$ cat config.mk
export PLATFORM = sky130hd
export DESIGN_NAME = fifo_sync_nbit_p
export DESIGN_NICKNAME = d
export VERILOG_FILES = /design/src/rtl/fifo_sync_nbit_p.sv
export SDC_FILE = /design/constraint.sdc
export NUM_CORES = 1
export LEC_CHECK = 0
export CORE_MARGIN = 2
export CORE_UTILIZATION = 37
export DETAILED_ROUTE_END_ITERATION = 12
export PLACE_DENSITY = 0.54
export SETUP_SLACK_MARGIN = 0.15
export SYNTH_ARGS = -nofsm -noshare
export SYNTH_HDL_FRONTEND = slang
export SYNTH_SLANG_ARGS = --single-unit
export TNS_END_PERCENT = 1
$ cat constraint.sdc
create_clock -name clk -period 7 [get_ports clk]
set_input_delay 1.05 -clock clk [delete_from_list [all_inputs] [get_ports clk]]
set_output_delay 1.05 -clock clk [all_outputs]
set_load 0.005 [all_outputs]
$ cat src/rtl/fifo_sync_nbit_p.sv
// Single-clock synchronous FIFO with an inferred RAM array, a registered read port,
// occupancy flags and single-cycle overflow/underflow pulses.
module fifo_sync_nbit_p #(
    parameter int unsigned DATA_W     = 8,
    parameter int unsigned ADDR_W     = 4,
    parameter int unsigned AFULL_LVL  = (2**ADDR_W) - 2,
    parameter int unsigned AEMPTY_LVL = 2
) (
    input  logic              clk,
    input  logic              reset_p,
    input  logic              wr_en,
    input  logic [DATA_W-1:0] wr_data,
    input  logic              rd_en,
    output logic [DATA_W-1:0] rd_data,
    output logic              rd_valid,
    output logic              full,
    output logic              empty,
    output logic              almost_full,
    output logic              almost_empty,
    output logic [ADDR_W:0]   count,
    output logic              overflow,
    output logic              underflow
);

    localparam int unsigned DEPTH = 2**ADDR_W;
    localparam int unsigned CNT_W = ADDR_W + 1;

    logic [DATA_W-1:0] mem [DEPTH];
    logic [ADDR_W-1:0] wr_ptr;
    logic [ADDR_W-1:0] rd_ptr;
    logic              rd_acc;
    logic              wr_acc;

    // Accept decisions use the pre-edge occupancy; a read frees a slot for a write to a full FIFO.
    assign rd_acc = rd_en & ~empty;
    assign wr_acc = wr_en & (~full | rd_acc);

    assign full         = (count == CNT_W'(DEPTH));
    assign empty        = (count == '0);
    assign almost_full  = (count >= CNT_W'(AFULL_LVL));
    assign almost_empty = (count <= CNT_W'(AEMPTY_LVL));

    // Storage is left unreset so it maps onto a RAM macro.
    always_ff @(posedge clk) begin
        if (!reset_p && wr_acc) begin
            mem[wr_ptr] <= wr_data;
        end
    end

    always_ff @(posedge clk) begin
        if (reset_p) begin
            wr_ptr    <= '0;
            rd_ptr    <= '0;
            count     <= '0;
            rd_data   <= '0;
            rd_valid  <= 1'b0;
            overflow  <= 1'b0;
            underflow <= 1'b0;
        end else begin
            rd_valid  <= rd_acc;
            overflow  <= wr_en & ~wr_acc;
            underflow <= rd_en & ~rd_acc;
            count     <= count + CNT_W'(wr_acc) - CNT_W'(rd_acc);
            if (wr_acc) begin
                wr_ptr <= wr_ptr + ADDR_W'(1);
            end
            if (rd_acc) begin
                rd_data <= mem[rd_ptr];
                rd_ptr  <= rd_ptr + ADDR_W'(1);
            end
        end
    end

endmodule

Run 1, port wiring:
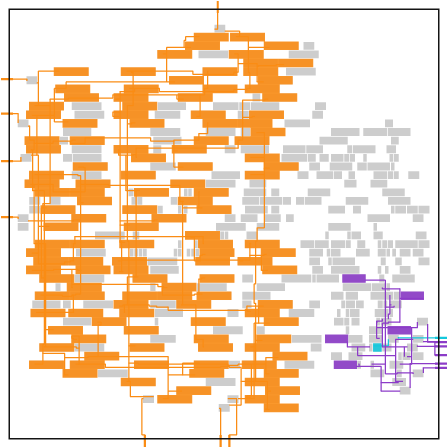
Key: count = purple [bits 5, direction output, edge right, end cells 5, buffers 5, wire 268 um]; almost_empty = cyan [bits 1, direction output, edge right, end cells 1, buffers 1, wire 19.0 um]; wr_data = orange [bits 8, direction input, edge 4 left, 3 bottom, 1 top, end cells 128, buffers 8, wire 1,980 um]
count of boundary I/O pins: 32
count of buffers from port buffering: 31

Run 1, pin map:
Pins as bars across the die edge, other pins in grey.
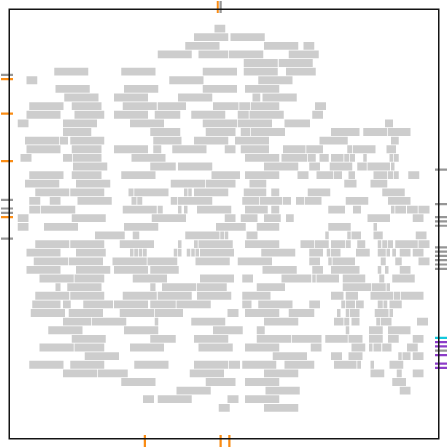
Key: wr_data = orange [pins 8, direction input, edge 4 left, 3 bottom, 1 top]; count = purple [pins 5, direction output, edge right]; almost_empty = cyan [pins 1, direction output, edge right]
floorplan die height: 135 um
die width: 135 um

==> run notes, run 1 <==
* in -> reg — crit path kind
* 6350 um^2 — synthesized area
* 3,199 — via count of the first global-routing pass
* 34 — Tool Warnings
* edfxtp_1 (128), dfxtp_1 (24), mux4_1 (24), nor2_1 (24), mux2i_1 (17) — most used standard cells in the synthesized netlist
* 2.83 ns — Placement Setup Slack
* 2 — Worst Hold Depth
* 20.7% — met1 GRT Util
* 18.7 um^2 — average footprint of a synthesized cell
* mem[3][4] — worst reg2reg endpoint
* 0 — post-cts hold-fix buffer tally
* 60.5% — area share, top type
* 18,200 um^2 — die outline area
* 0% — async set-reset flop share out of synthesis
* edfxtp_1 — cell taking the most area after synthesis
* 12.4 mm — total wire length after detailed routing
* registers — group drawing the most power
* 15.4% — area added between synthesis and finish
* 0.00932 ns — worst-case clock skew
* 8.06 mm — HPWL after detailed placement
* 4330 um^2 — register area
* edfxtp_1 — top-count cell post-synth
* 2 — worst-case clock buffer depth
* 0 — number of gates given a new drive strength after cts
* edfxtp_1 — most used flip-flop cell after synthesis
* 14.2% — headroom to the max-slew limit
* 0 — Final Hold Viols
* clkdlybuf4s50_1 -> a211oi_2 -> nand2_1 -> nor3_1 — cells along the critical path
* 7 — R2R cell count
* 17 — CTS buffer count
* 0 — initial antenna violation count
* rd_ptr[3] — Worst Hold End
* false — unrepaired setup endpoints after global routing
* 0 — Overflow after GRT
* 5.72 mm — wire length on met2
* 128 — number of enable flip-flop cells
* 28.1% — Switching Share
* count[2] — startpoint of the most critical register-to-register path
* 1.07 mW — power attributed to sequential cells
* 1 — combined buffer and inverter count along the critical path
* 38.1% — share of the core filled by cells before placement
* 68.0% — Seq/Total Area, Yosys
* 0 — Max-cap violations
* 367 — number of nets in the synthesized netlist
* complete, no violations — status
Run 1, cell outlines without signal wires:
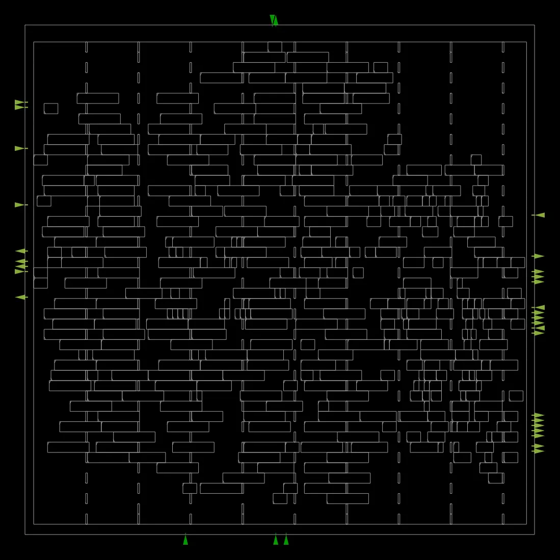
Cell Rows: 47
floorplan core area: 16,700 um^2

run 1: sequential cells by signal (all words and copies together), names as in the netlist:
register	flops
rd_data	8
underflow	1
mem	128
rd_valid	1
rd_ptr	4
count	5
overflow	1
wr_ptr	4
run 1: cell type report:
| cell class | instances | share of cell area, % |
|---|---|---|
| multi-input combinational | 156 | 24.7 |
| clock inverter | 15 | 1.64 |
| clock buffer | 17 | 5.80 |
| sequential | 152 | 59.0 |
| tap | 220 | 3.75 |
| inverter | 13 | 0.666 |
| timing repair buffer | 33 | 4.44 |
run 1: layout by cell type (no fill, tap or decap), types with 9 or more instances in the layout:
master             n
nand3b_1           9
inv_1             13
edfxtp_1         128
ha_1              15
nor2_1            24
clkdlybuf4s50_1   31
clkbuf_16         17
mux4_1            24
dfxtp_1           23
mux2i_1           17
run 1: logic make-up after synthesis:
kind of cell	count (synthesis)	share of synthesized area [%]
compound gates	22	3.31
flops	152	68.0
buf+inv	31	3.47
mux	49	15.4
fa+ha+maj	16	3.27
simple gates	61	5.38
xor+xnor	8	1.10
run 1: worst max path at each step:
stage                            to  slack [ns]  depth (start not counted)
final                     mem[3][4]        3.18                          4
after global routing      mem[3][1]        3.10                          4
after CTS                 mem[3][1]        3.22                          4
after detailed placement  mem[3][3]        2.83                          4
after global placement    mem[3][3]        2.94                          4
after floorplan           mem[0][0]        4.33                          5
run 1: through the flow:
stage                     util, %  total power, mW  std cells  cell area [um^2]  hold WS (ns)
after CTS                    43.9             2.52        606              7330         0.536
after global routing         43.9             2.61        606              7330         0.579
final                        43.9             2.48        606              7330         0.530
after floorplan                 -             1.50        339              6350         0.480
after detailed placement     40.6             1.68        574              6790         0.518
after global placement       40.6             1.68        574              6790         0.503
Run 1, clock network drawn from the DEF:
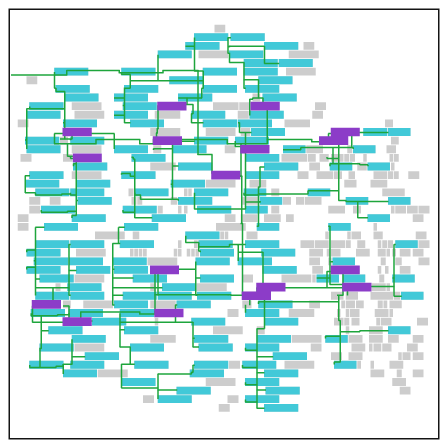

==> inputs of run 2 (changes only) <==
Settings changed: PLACE_DENSITY 0.54 to 0.56.
Clock period 7 ns to 3.4 ns, I/O delays scaled along.
Run 2, clock network drawn from the DEF:
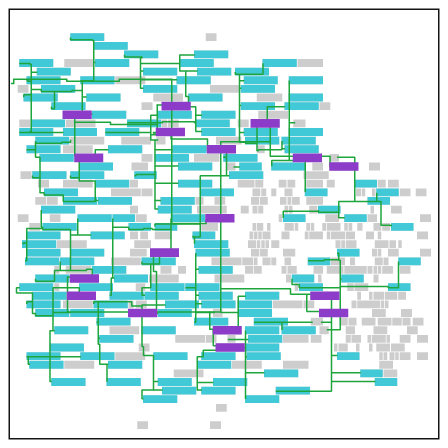
Key: cells driving clock nets = purple [count 17]; clock wires = green [length 1,750 um]; flip-flops = cyan [count 152]
Position of the flops: all over the die.
Skew-Pair Late Insertion Delay: 0.41 ns
clock group share of total power: 34.6%

Run 2, cell outlines without signal wires:
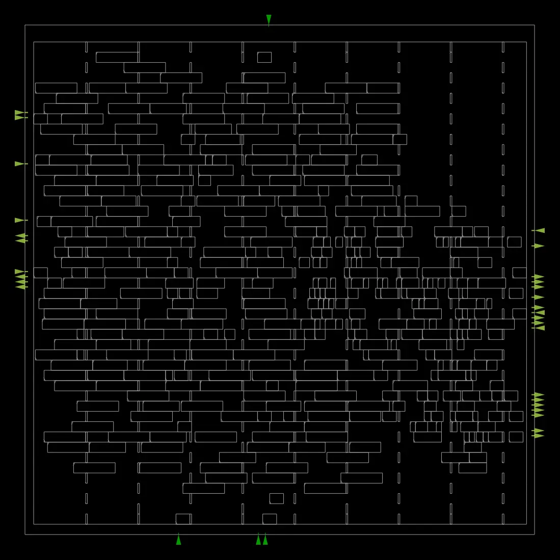
well tap count: 220
Seq Cell Count: 152
fillcell total: 1,474

==> run notes, run 2 <==
* 2.21 mW — power attributed to sequential cells
* 593 — placed cell count
* 0 — number of endpoints failing setup at the final stage
* edfxtp_1 — most used flip-flop cell after synthesis
* mem — register with the most flip-flops
* 17 — CTS buffer count
* inv_1 -> ha_1 -> or4b_1 -> inv_1 -> clkdlybuf4s50_1 — cells along the critical path
* 1.10% — xor/xnor share
* 15.4% — Multiplexer share
* reg -> out — crit path kind
* edfxtp_1 — most frequent standard cell in the layout excluding fill and tap cells
* 5.16 mW — overall power
* 367 — number of nets in the synthesized netlist
* count[4] — worst reg2reg endpoint
* 13 — R2R cell count
* 47 — Cell Rows
* 14.7% — combined global-route utilization of all metal layers
* or4b_1 — highest-delay cell along the critical path
* 0 — Max-cap violations
* edfxtp_1 — top-count cell post-synth
* 27.2% — Switching Share
* 5.38% — share of synthesized cell area in and, or, nand and nor gates
* 16,700 um^2 — floorplan core area
* 6350 um^2 — synthesis area per yosys
* registers — group drawing the most power
* 3 — combined buffer and inverter count along the critical path
* 17.9% — area added between synthesis and finish
* 38.1% — share of the core filled by cells before placement
* inv_1 — Top cell by count, worst path
* 68.0% — Seq/Total Area, Yosys
* 34 — Tool Warnings
* 60.5% — area share, top type
* complete, no violations — status
* 0 — Overflow after GRT
* 49.5% — headroom to the max-slew limit
* 6350 um^2 — synthesized area
* edfxtp_1 (128), dfxtp_1 (24), mux4_1 (24), nor2_1 (24), mux2i_1 (17) — most used standard cells in the synthesized netlist
* 5 — number of cells on the critical path
* 5.00 — Vias per Instance
* 18,200 um^2 — die outline area
* 0 — Final Hold Viols
* 3,218 — via count of the first global-routing pass
* 625 — number of standard cells in the layout, taps in and fillers out
* 19.8 um — average detailed-routed wire length per instance
* 0 — post-cts hold-fix buffer tally
* 3.31% — area fraction in compound gates after synthesis
* edfxtp_1 — cell taking the most area after synthesis
* 0 — number of gates given a new drive strength after cts
* 135 um — floorplan die height
* 31 — count of buffers from port buffering
* 0.553 ns — Placement Setup Slack
* empty — endpoint of the worst setup timing path
* false — unrepaired setup endpoints after global routing
* 3.27% — Adder Share, Synth
* 128 — max FFs per register
* 0 — Inserted Diodes
* edfxtp_1 (128), clkdlybuf4s50_1 (31), nor2_1 (24), mux4_1 (24), dfxtp_1 (23) — commonest cells after routing, fill and taps aside
* 193 — number of DRC violations after detailed-routing iteration 0
* 0.00731 ns — worst-case clock skew
* 0% — async set-reset flop share out of synthesis
* 0.364 mV — largest vdd supply drop
* 128 — number of enable flip-flop cells
* 18.7 um^2 — average footprint of a synthesized cell
* 339 — number of instances in the synthesized netlist
* 2 — worst-case clock buffer depth
* 32 — count of boundary I/O pins
* mem (128), rd_data (8), count (5) — Largest regs
* 2 — Worst Hold Depth
* 12.4 mm — total wire length after detailed routing
* 0 — Synth warnings
* 135 um — die width
* 0 — initial antenna violation count
[run 2: cell counts after synthesis]
No cell type changed its count.
[run 2: worst min-delay path by stage]
stage               start  slack [ns]         end
2_1_floorplan   rd_ptr[3]        0.48   rd_ptr[3]
3_3_place_gp    rd_ptr[3]        0.52   rd_ptr[3]
3_5_place_dp   rd_data[0]        0.51  rd_data[0]
4_1_cts         rd_ptr[3]        0.53   rd_ptr[3]
5_1_grt        rd_data[0]        0.55  rd_data[0]
6_report        rd_ptr[3]        0.53   rd_ptr[3]
[run 2: worst register-to-register path: cells and delay by family, from the launching register on]
| family | cells | cell delay [ns] |
|---|---|---|
| xor gates and xnor gates | 1 | 0.14 |
| DFF | 1 | 0.35 |
| adders and majority gates | 3 | 0.77 |
| buffers and inverters | 3 | 0.31 |
| and+or+nand+nor | 3 | 0.74 |
| AOI/OAI and AO/OA | 3 | 0.42 |
[run 2: area by class of cell]
class | instances | area [um^2] | area share (%)
Tap cell | 220 | 275 | 3.67
Clock buffer | 17 | 425 | 5.68
Inverter | 13 | 48.8 | 0.651
Multi-Input combinational cell | 156 | 1810 | 24.2
Timing Repair Buffer | 52 | 468 | 6.24
Clock inverter | 15 | 140 | 1.87
Sequential cell | 152 | 4330 | 57.7
[run 2: per-stage QoR]
| stage | hold slack (ns) | area (um^2) |
|---|---|---|
| 6_report | 0.529 | 7490 |
| 5_1_grt | 0.552 | 7490 |
| 4_1_cts | 0.527 | 7490 |
| 3_5_place_dp | 0.515 | 6930 |
| 3_3_place_gp | 0.518 | 6930 |
| 2_1_floorplan | 0.480 | 6350 |
[run 2: per-layer routing]
metal  vias up  global-route usage (%)  wire [um]
met5         -                       0          0
met4         0                    4.69         59
met3         7                    4.17        563
met1      1596                    19.2       5520
met2        63                    24.1       6230
li1       1460                       -          -
==> inputs of run 3 (changes only) <==
Settings changed: PLACE_DENSITY 0.56 to 0.54.
Clock period 3.4 ns to 2.7 ns, I/O delays scaled along.
==> run notes, run 3 <==
* 0 — Synth warnings
* 128 — number of enable flip-flop cells
* 0.139 ns — Placement Setup Slack
* edfxtp_1 (128), dfxtp_1 (24), mux4_1 (24), nor2_1 (24), mux2i_1 (17) — most used standard cells in the synthesized netlist
* 2 — worst-case clock buffer depth
* 38.1% — share of the core filled by cells before placement
* 1,471 — fillcell total
* 26.6% — Switching Share
* 3.98% — met3 demand-to-capacity share in global routing
* 135 um — floorplan die height
* 5.05 — Vias per Instance
* edfxtp_1 (128), clkdlybuf4s50_1 (31), buf_4 (28) — commonest cells after routing, fill and taps aside
* 32 — count of boundary I/O pins
* 16,700 um^2 — floorplan core area
* 18.7 um^2 — average footprint of a synthesized cell
* 17 — CTS buffer count
* 0 — number of endpoints failing setup at the final stage
* 6350 um^2 — synthesized area
* clkdlybuf4s50_1 — highest-delay cell along the critical path
* mem — register with the most flip-flops
* 3,258 — via count of the first global-routing pass
* 0 — post-cts hold-fix buffer tally
* complete, no violations — status
* 6970 um^2 — post-detailed-placement cell area
* 1.10% — xor/xnor share
* 2 — Worst Hold Depth
* 7650 um^2 — post-route design area
* 12.4 mm — total wire length after detailed routing
* 35 — Tool Warnings
* 0.00757 ns — worst-case clock skew
* met4 — uppermost layer routed
* 0 — initial antenna violation count
* 339 — number of instances in the synthesized netlist
* count[4] — worst reg2reg endpoint
* edfxtp_1 — cell taking the most area after synthesis
* rd_ptr[3] — worst hold path startpoint
* 6.11 mm — wire length on met2
* 4 — combined buffer and inverter count along the critical path
* 170 — number of DRC violations after detailed-routing iteration 0
* 4 — maximum level of the CTS H-tree
* count[2] — startpoint of the most critical register-to-register path
* mem (128), rd_data (8), count (5) — Largest regs
* 0 — Overflow after GRT
* 128 — max FFs per register
* rd_ptr[3] — Worst Hold End
* reg -> out — crit path kind
* 13 — R2R cell count
* 60.5% — area share, top type
* edfxtp_1 — top-count cell post-synth
* 19.5% — met1 GRT Util
* 0% — async set-reset flop share out of synthesis
* multiplexers — Synth logic family
* 20.4% — area added between synthesis and finish
* 15.4% — Multiplexer share
* 31 — count of buffers from port buffering
* 19.7 um — average detailed-routed wire length per instance
* met2 — Most Crowded Layer GR
* inv_2 — Top cell by count, worst path
* 0 — Max-cap violations
* inv_2 -> ha_4 -> or4b_4 -> inv_2 -> buf_4 -> clkdlybuf4s50_1 — cells along the critical path
* 7.84 mm — HPWL after detailed placement
* 24.1% — routing usage on met2
* edfxtp_1 — most used flip-flop cell after synthesis
* 367 — number of nets in the synthesized netlist
* 0 — Final Hold Viols
* 47 — Cell Rows
* 14.8% — combined global-route utilization of all metal layers
[run 3: layout make-up]
class / instances / area [um^2] / area share [%]
clock buffer: 17 / 425 / 5.56
multi-input combinational: 156 / 1840 / 24.0
clock inverter: 15 / 190 / 2.49
inverter: 13 / 51.3 / 0.671
tap: 220 / 275 / 3.60
sequential: 152 / 4330 / 56.6
timing repair buffer: 60 / 541 / 7.07
[run 3: cells by family (layout without fill, tap and decap cells)]
kind of cell | Yosys count | after routing
DFF | 152 | 152
and+or+nand+nor | 61 | 61
muxes | 49 | 49
buffers and inverters | 31 | 105
AOI/OAI and AO/OA | 22 | 22
adders and majority gates | 16 | 16
xor gates and xnor gates | 8 | 8
[run 3: how the worst max path moves through the flow]
stage	from	end	slack, ns	depth (start not counted)
floorplan	count[3]	count[4]	0.16	14
global placement	count[3]	count[4]	0.20	13
detailed placement	count[3]	count[4]	0.14	13
CTS	count[3]	count[4]	0.15	13
global route	count[2]	count[4]	0.11	13
finish	count[2]	empty	0.23	6
[run 3: power groups by stage]
| stage | combinational, mW | sequential (mW) | clock [mW] |
|---|---|---|---|
| floorplan | 1.10 | 2.79 | 0 |
| global placement | 1.56 | 2.81 | 0 |
| detailed placement | 1.58 | 2.82 | 0 |
| CTS | 1.59 | 2.77 | 2.50 |
| global route | 1.80 | 2.78 | 2.58 |
| finish | 1.65 | 2.77 | 2.44 |
[run 3: repair_timing]
action | 4_1_cts | 5_1_grt
resized | 1 | 11
setup endpoints to repair | 1 | 1
pin swaps | 0 | 7
hold endpoints to repair | 0 | 0
setup buffers | 0 | 4
[run 3: metrics by stage]
stage	util [%]	instances	hold slack [ns]
CTS	45.4	629	0.528
detailed placement	41.8	597	0.517
floorplan	-	339	0.480
global placement	41.8	597	0.507
finish	45.8	633	0.527
global route	45.8	633	0.562
Run 3, pin map:
Pins as bars across the die edge, other pins in grey.
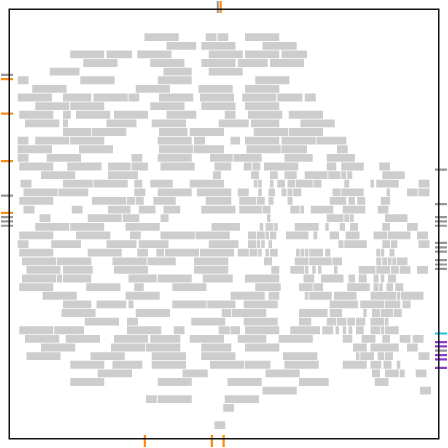
Key: almost_empty = cyan [pins 1, direction output, edge right]; count = purple [pins 5, direction output, edge right]; wr_data = orange [pins 8, direction input, edge 4 left, 3 bottom, 1 top]

Run 3, clock network drawn from the DEF:
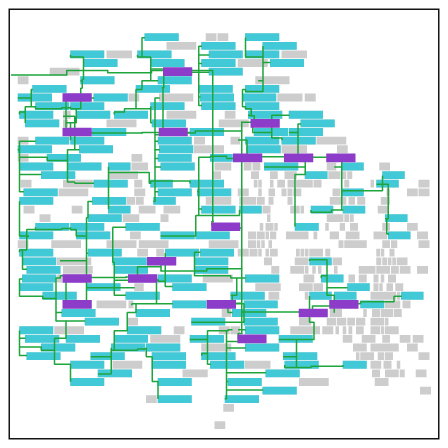
Key: clock wires = green [length 1,700 um]; flip-flops = cyan [count 152]; cells driving clock nets = purple [count 17]
Position of the flops: all over the die.
clock group share of total power: 35.6%
clock network power consumption: 2.44 mW

Power and IR drop assume default switching activity.
